### config.mk
export PLATFORM = sky130hd
export DESIGN_NAME = mux_rr_scheduler_flat
export DESIGN_NICKNAME = d
export VERILOG_FILES = /design/src/rtl/mux_rr_scheduler_pkg.sv /design/src/rtl/mux_rr_scheduler_if.sv /design/src/rtl/mux_rr_scheduler_rr_pick.sv /design/src/rtl/mux_rr_scheduler.sv /design/src/flat_wrapper.sv
export SDC_FILE = /design/constraint.sdc
export NUM_CORES = 1
export LEC_CHECK = 0
export ABC_AREA = 1
export CAP_MARGIN = 5
export CORE_MARGIN = 5
export CORE_UTILIZATION = 42
export DETAILED_ROUTE_END_ITERATION = 7
export HOLD_SLACK_MARGIN = 0.02
export PLACE_DENSITY = 0.73
export SLEW_MARGIN = 20
export SYNTH_ARGS = -nofsm -noshare
export SYNTH_HDL_FRONTEND = slang
export SYNTH_HIERARCHICAL = 1
export SYNTH_SLANG_ARGS = --single-unit
### constraint.sdc
create_clock -name clk -period 1.38 [get_ports clk]
set_clock_uncertainty 0.1 [all_clocks]
set_input_delay 0.276 -clock clk [delete_from_list [all_inputs] [get_ports clk]]
set_output_delay 0.276 -clock clk [all_outputs]
set_load 0.01 [all_outputs]
### src/rtl/mux_rr_scheduler_pkg.sv
// Shared constants and types for the round-robin mux scheduler.
// Contents: data width, fixed channel count, selector width, reset value of
// the round-robin pointer, and the FSM state encoding.
package mux_rr_scheduler_pkg;

  localparam int unsigned DATA_W    = 4;
  localparam int unsigned NCH_FIXED = 4;
  localparam int unsigned SEL_W     = 2;

  // Pointer starts at the last channel so channel 0 is favoured first
  localparam logic [SEL_W-1:0] RR_RESET_LAST = 2'b11;

  typedef enum logic [1:0] {
    IDLE = 2'd0,
    SEL  = 2'd1,
    HOLD = 2'd2
  } state_t;

endpackage

### src/rtl/mux_rr_scheduler_if.sv
// Handshake/bus bundle between the scheduler and its surroundings.
// master: scheduler side (drives ack, selector, captured word, valid, busy).
// slave : environment side (drives req, mux output y_in, out_ready).
interface mux_rr_scheduler_if
  import mux_rr_scheduler_pkg::*;
#(
  parameter int unsigned W = DATA_W
);

  logic [NCH_FIXED-1:0] req;
  logic [NCH_FIXED-1:0] ack;
  logic [SEL_W-1:0]     selector;
  logic [W-1:0]         y_in;
  logic [W-1:0]         out_data;
  logic [SEL_W-1:0]     out_ch;
  logic                 out_valid;
  logic                 out_ready;
  logic                 busy;

  modport master (
    input  req, y_in, out_ready,
    output ack, selector, out_data, out_ch, out_valid, busy
  );

  modport slave (
    output req, y_in, out_ready,
    input  ack, selector, out_data, out_ch, out_valid, busy
  );

endinterface

### src/rtl/mux_rr_scheduler_rr_pick.sv
// Combinational round-robin picker.
// Ports: req (per-channel requests), last (previous grant),
//        grant (first requester after last, wrapping), any_req (req != 0).
module rr_priority_pick
  import mux_rr_scheduler_pkg::*;
(
  input  logic [NCH_FIXED-1:0] req,
  input  logic [SEL_W-1:0]     last,
  output logic [SEL_W-1:0]     grant,
  output logic                 any_req
);

  logic [SEL_W-1:0] w_idx;

  always_comb begin
    grant   = '0;
    w_idx   = '0;
    any_req = |req;
    // Scan farthest candidate first so the nearest one after last wins;
    // k = NCH_FIXED wraps onto last itself (lowest priority).
    for (int unsigned k = NCH_FIXED; k >= 1; k--) begin
      w_idx = last + SEL_W'(k);
      if (req[w_idx]) grant = w_idx;
    end
  end

endmodule

### src/rtl/mux_rr_scheduler.sv
// Round-robin scheduler around a 4:1 serial mux: grants a requesting channel,
// drives the mux selector, captures the mux output one cycle later and
// presents it on a valid/ready port.
// Ports: clk, reset (async, active-high), bus (master modport: req/ack,
//        selector, y_in, out_data/out_ch/out_valid/out_ready, busy).
module mux_rr_scheduler
  import mux_rr_scheduler_pkg::*;
#(
  parameter int unsigned W   = DATA_W,
  parameter int unsigned NCH = NCH_FIXED
)(
  input  logic              clk,
  input  logic              reset,
  mux_rr_scheduler_if.master bus
);

  // The selector is 2 bits wide, so only four channels are addressable
  if (NCH != NCH_FIXED) begin : g_nch_check
    $error("mux_rr_scheduler: NCH must be 4");
  end

  state_t               r_state;
  logic [SEL_W-1:0]     r_selector;
  logic [SEL_W-1:0]     r_last_grant;
  logic [SEL_W-1:0]     r_out_ch;
  logic [NCH_FIXED-1:0] r_ack;
  logic [W-1:0]         r_out_data;
  logic                 r_out_valid;
  logic                 r_busy;

  logic [SEL_W-1:0]     w_grant;
  logic                 w_any_req;

  rr_priority_pick u_pick (
    .req     (bus.req),
    .last    (r_last_grant),
    .grant   (w_grant),
    .any_req (w_any_req)
  );

  // Control FSM; r_selector doubles as the committed grant for the transaction
  always_ff @(posedge clk or posedge reset) begin
    if (reset) begin
      r_state      <= IDLE;
      r_selector   <= '0;
      r_last_grant <= RR_RESET_LAST;
      r_out_ch     <= '0;
      r_ack        <= '0;
      r_out_data   <= '0;
      r_out_valid  <= 1'b0;
      r_busy       <= 1'b0;
    end else begin
      r_ack <= '0;
      case (r_state)
        IDLE: begin
          if (w_any_req) begin
            r_selector <= w_grant;
            r_busy     <= 1'b1;
            r_state    <= SEL;
          end
        end
        SEL: begin
          // Mux has settled on the committed selector; capture regardless of req
          r_out_data  <= bus.y_in;
          r_out_ch    <= r_selector;
          r_out_valid <= 1'b1;
          r_ack       <= NCH_FIXED'(1) << r_selector;
          r_state     <= HOLD;
        end
        HOLD: begin
          if (bus.out_ready) begin
            r_out_valid  <= 1'b0;
            r_last_grant <= r_selector;
            r_busy       <= 1'b0;
            r_state      <= IDLE;
          end
        end
        default: begin
          r_busy  <= 1'b0;
          r_state <= IDLE;
        end
      endcase
    end
  end

  assign bus.selector  = r_selector;
  assign bus.ack       = r_ack;
  assign bus.out_data  = r_out_data;
  assign bus.out_ch    = r_out_ch;
  assign bus.out_valid = r_out_valid;
  assign bus.busy      = r_busy;

endmodule

### src/flat_wrapper.sv
// flat-port wrapper written by rule: the top's interface ports become plain ports
module mux_rr_scheduler_flat import mux_rr_scheduler_pkg::*;
#(
  parameter int unsigned W   = DATA_W,
  parameter int unsigned NCH = NCH_FIXED
)
  (clk, reset, bus_req, bus_y_in, bus_out_ready, bus_ack, bus_selector, bus_out_data, bus_out_ch, bus_out_valid, bus_busy);
  mux_rr_scheduler_if #(.W(W)) bus_i ();
  input  logic clk;
  input  logic reset;
  input wire logic [$bits(bus_i.req)-1:0] bus_req;
  input wire logic [$bits(bus_i.y_in)-1:0] bus_y_in;
  input wire logic [$bits(bus_i.out_ready)-1:0] bus_out_ready;
  output wire logic [$bits(bus_i.ack)-1:0] bus_ack;
  output wire logic [$bits(bus_i.selector)-1:0] bus_selector;
  output wire logic [$bits(bus_i.out_data)-1:0] bus_out_data;
  output wire logic [$bits(bus_i.out_ch)-1:0] bus_out_ch;
  output wire logic [$bits(bus_i.out_valid)-1:0] bus_out_valid;
  output wire logic [$bits(bus_i.busy)-1:0] bus_busy;
  assign bus_i.req = bus_req;
  assign bus_i.y_in = bus_y_in;
  assign bus_i.out_ready = bus_out_ready;
  assign bus_ack = bus_i.ack;
  assign bus_selector = bus_i.selector;
  assign bus_out_data = bus_i.out_data;
  assign bus_out_ch = bus_i.out_ch;
  assign bus_out_valid = bus_i.out_valid;
  assign bus_busy = bus_i.busy;
  mux_rr_scheduler #(.W(W), .NCH(NCH)) u_core (.clk(clk), .reset(reset), .bus(bus_i));
endmodule
Figure 1. Cell outlines without signal wires.
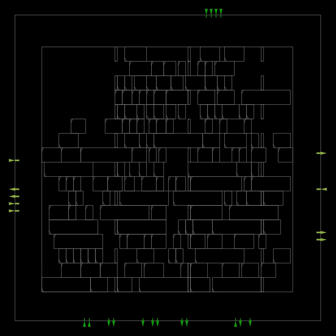
Final Non-Filler Cells: 184
number of fillers in the final layout: 213
FFs & Latches: 18

Figure 2. Sequential cells grouped by signal name.
Other sequential cells in the stronger gray, the rest of the logic in the fainter gray.
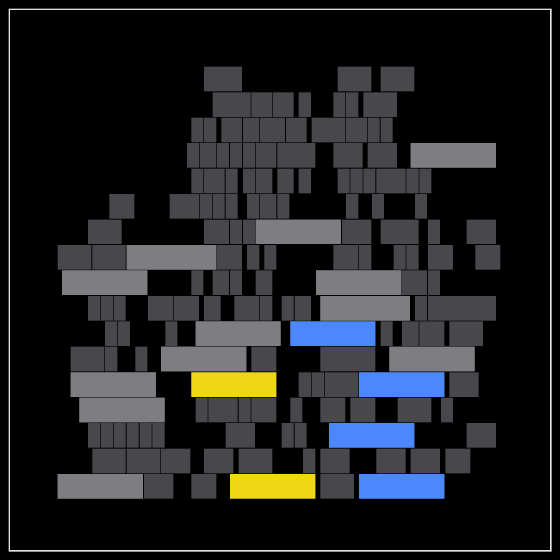
[`u_core/bus.out_ch`] yellow | sequential cells: 2
[`u_core/bus.ack`] blue | sequential cells: 4

Figure 3. Metal 3.
Scale bar: 20 µm.
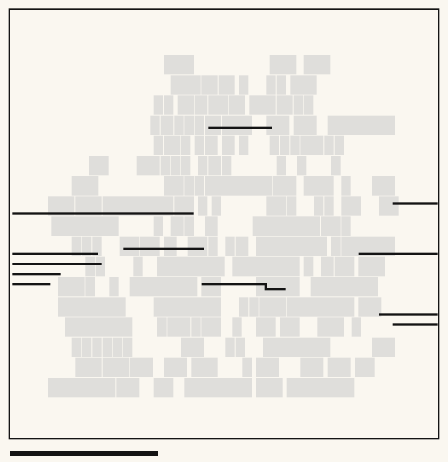
share of all routed wire: 5.8%
wire length on this layer: 118 µm
main direction: horizontal
longest straight run: 24.1 µm

Figure 4. The metal 2 layer.
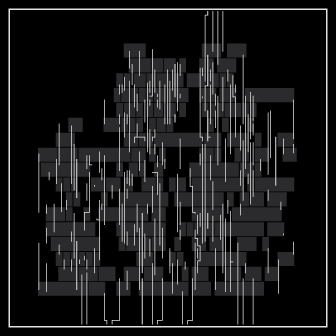
share of all routed wire: 51%
nets with wire on the layer: 135
main direction: vertical
longest straight run: 18.0 µm
wire length on this layer: 1040 µm

Figure 5. Met1 routing.
Scale bar: 20 µm.
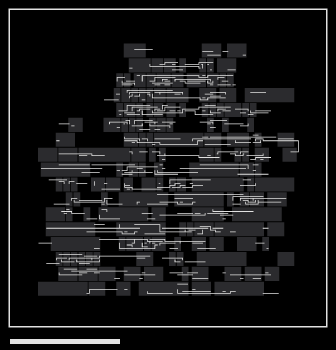
main direction: horizontal
longest straight run: 17.0 µm
share of all routed wire: 43%
wire length on this layer: 871 µm

==> notes.md <==
Physical implementation status

The run finished, with violations left. The final reports fail on setup timing. Looking at the setup timing report, the critical path kind is reg -> reg. The worst hold path belongs to the class in -> async.

Per the synth log, the flip-flop and latch total comes to 18. Across all setup checks in the final design, the least slack found is -144.4 ps. The number of DRC violations after detailed routing stands at 0. At the end of the flow, the number of nets in the layout was about 170. According to the floorplan report, the die width is 57.71 µm. Per report_power, the sequential group accounts for between 30% and 40% of the total. The maximum fanout along the worst path stands at 6. Per STA, the worst path accumulates the most delay in the family flip-flops.

The number of tap cells inserted stands at 28. The number of buffers inserted during clock tree synthesis stands at 3. Tracing the worst setup path back leads to its startpoint at u_core/r_last_grant[0]. The post-synthesis net count stands at between 100 and 150.

Counting every sink on the clock net gives 18. After synthesis the cells add up to approximately 960 µm². The vias after detailed routing stands at ~850. For the sequential group, total power comes out at 0.912 mW. After detailed routing, no signal wire sits above met3.

The flow reports power dissipated in the clock network as 0.250 mW. The half-perimeter wire length after placement stands at about 1500 µm. Yosys reports a chip area of about 960 µm². The setup-violating endpoint count in the final report stands at 2. Summing the areas of all fa, ha and maj instances in the mapped netlist gives 0% of the synthesized area. The average detailed-routed wire length per instance stands at approximately 11 µm.

The pin count of the biggest net entering global routing stands at 19. For this design, the slowest cell found on the critical path is sky130_fd_sc_hd__dfstp_2. The layout summary lists the proportion of cells stronger than drive strength 1 as around a quarter. Measured along the y axis, the die boundary spans 57.71 µm. Per the synthesis report, the number of distinct cell types is 21. The count of cell instances traversed by the critical path stands at 12.

Per the detailed placement report, the placed cell area equals roughly 1200 µm². The sum of negative setup slack stands at -261.4 ps. The via count of the first global-routing pass stands at slightly above 800. In this run the worst setup path terminates at u_core/bus.selector[0]. Per the GRT log, the top usage layer is met2. The maximum VDD drop stands at 1.224 mV. The clock period minus worst slack stands at 1524 ps. The headroom to the max-slew limit stands at a little over four fifths. The met1 track demand over resource in global routing stands at 14.46%.

After synthesis, the largest family of logic cells by area is simple AND/OR/NAND/NOR gates. Data on the critical path is required at its endpoint by approximately 1500 ps. The report lists the number of standard-cell rows as 17.

The largest single stage delay on the critical path is roughly 560 ps. Per the area breakdown, the dominant cell category is sequential cells. The number of antenna violations at the first check in global routing is 0. The core area stands at ~2200 µm². Listed in order, past its start point the critical path passes buf_12, inv_6, nand2_4, nand2_4, inv_4, nand2_4, nand3b_1, nand3_1, nand2_1, nand2_1, nand2_1, o21ai_1. The synthesis report gives the async set-or-reset register share as 100.0%. Measured on the final layout, the clock distribution area share stands at under 10%. According to the I/O placement log, the pin count is 25. For this configuration, the core starts out at a cell density of 43.63%.

Sequential elements use 47.38% of the synthesized area. The flow reports power dissipated in combinational cells as 1.79 mW. The count of instances resized after the clock tree is built stands at 15. The global routing usage on met2 stands at a little under a quarter. The maximum number of buffers from clock root to sink stands at 2. On the reported timing paths, the clock transition at the registers reads 90 ps. Combinational logic is responsible for between 60% and 70% of the overall power. The worst setup path is captured at a flip-flop. Of the total power, the share spent switching nets is approximately 43%. The warning tally printed by Yosys for this design is 6.

The flip-flop and latch area stands at between 400 and 500 µm². The transition time recorded at the tightest slew-check pin is around 230 ps. The number of clock buffers in the layout stands at 3. The share of the synthesized area in the top cell type stands at a little over two fifths. After layout, the design draws a total of 2.953 mW. The first global-routing pass estimated roughly 3400 µm of wire. The buffer-and-inverter tally for the worst setup path stands at 3. Per the timing report, the most critical flop-to-flop path finishes at u_core/bus.selector[0].

The synthesized-area fraction occupied by xor and xnor cells stands at 0%. The area fraction in compound gates stands at 7.984%. The multiplexer fraction of the synthesized cell area stands at 0%. The fraction of final cell area spent on non-clock buffers in this run is between 20% and 30%.
flip-flops by register name, summed over array words and instances, names as in the netlist:
name                  count
u_core/bus.ack            4
u_core/bus.busy           1
u_core/bus.out_ch         2
u_core/bus.out_data       4
u_core/bus.out_valid      1
u_core/bus.selector       2
u_core/r_last_grant       2
u_core/r_state            2
stage by stage:
stage | worst slack (ps) | hold slack, ps | std cells | util (%)
5_1_grt | -248.7 | 216.6 | 184 | 60.99
3_5_place_dp | -296.5 | 362.3 | 173 | 57.00
2_1_floorplan | -81.36 | 113.1 | 118 | -
3_3_place_gp | -295.1 | 354.4 | 173 | 57.00
4_1_cts | -153.7 | 197.3 | 179 | 58.82
6_report | -144.4 | 194.9 | 184 | 60.99
No activity file was given, so power comes from the tool's default toggle rates.
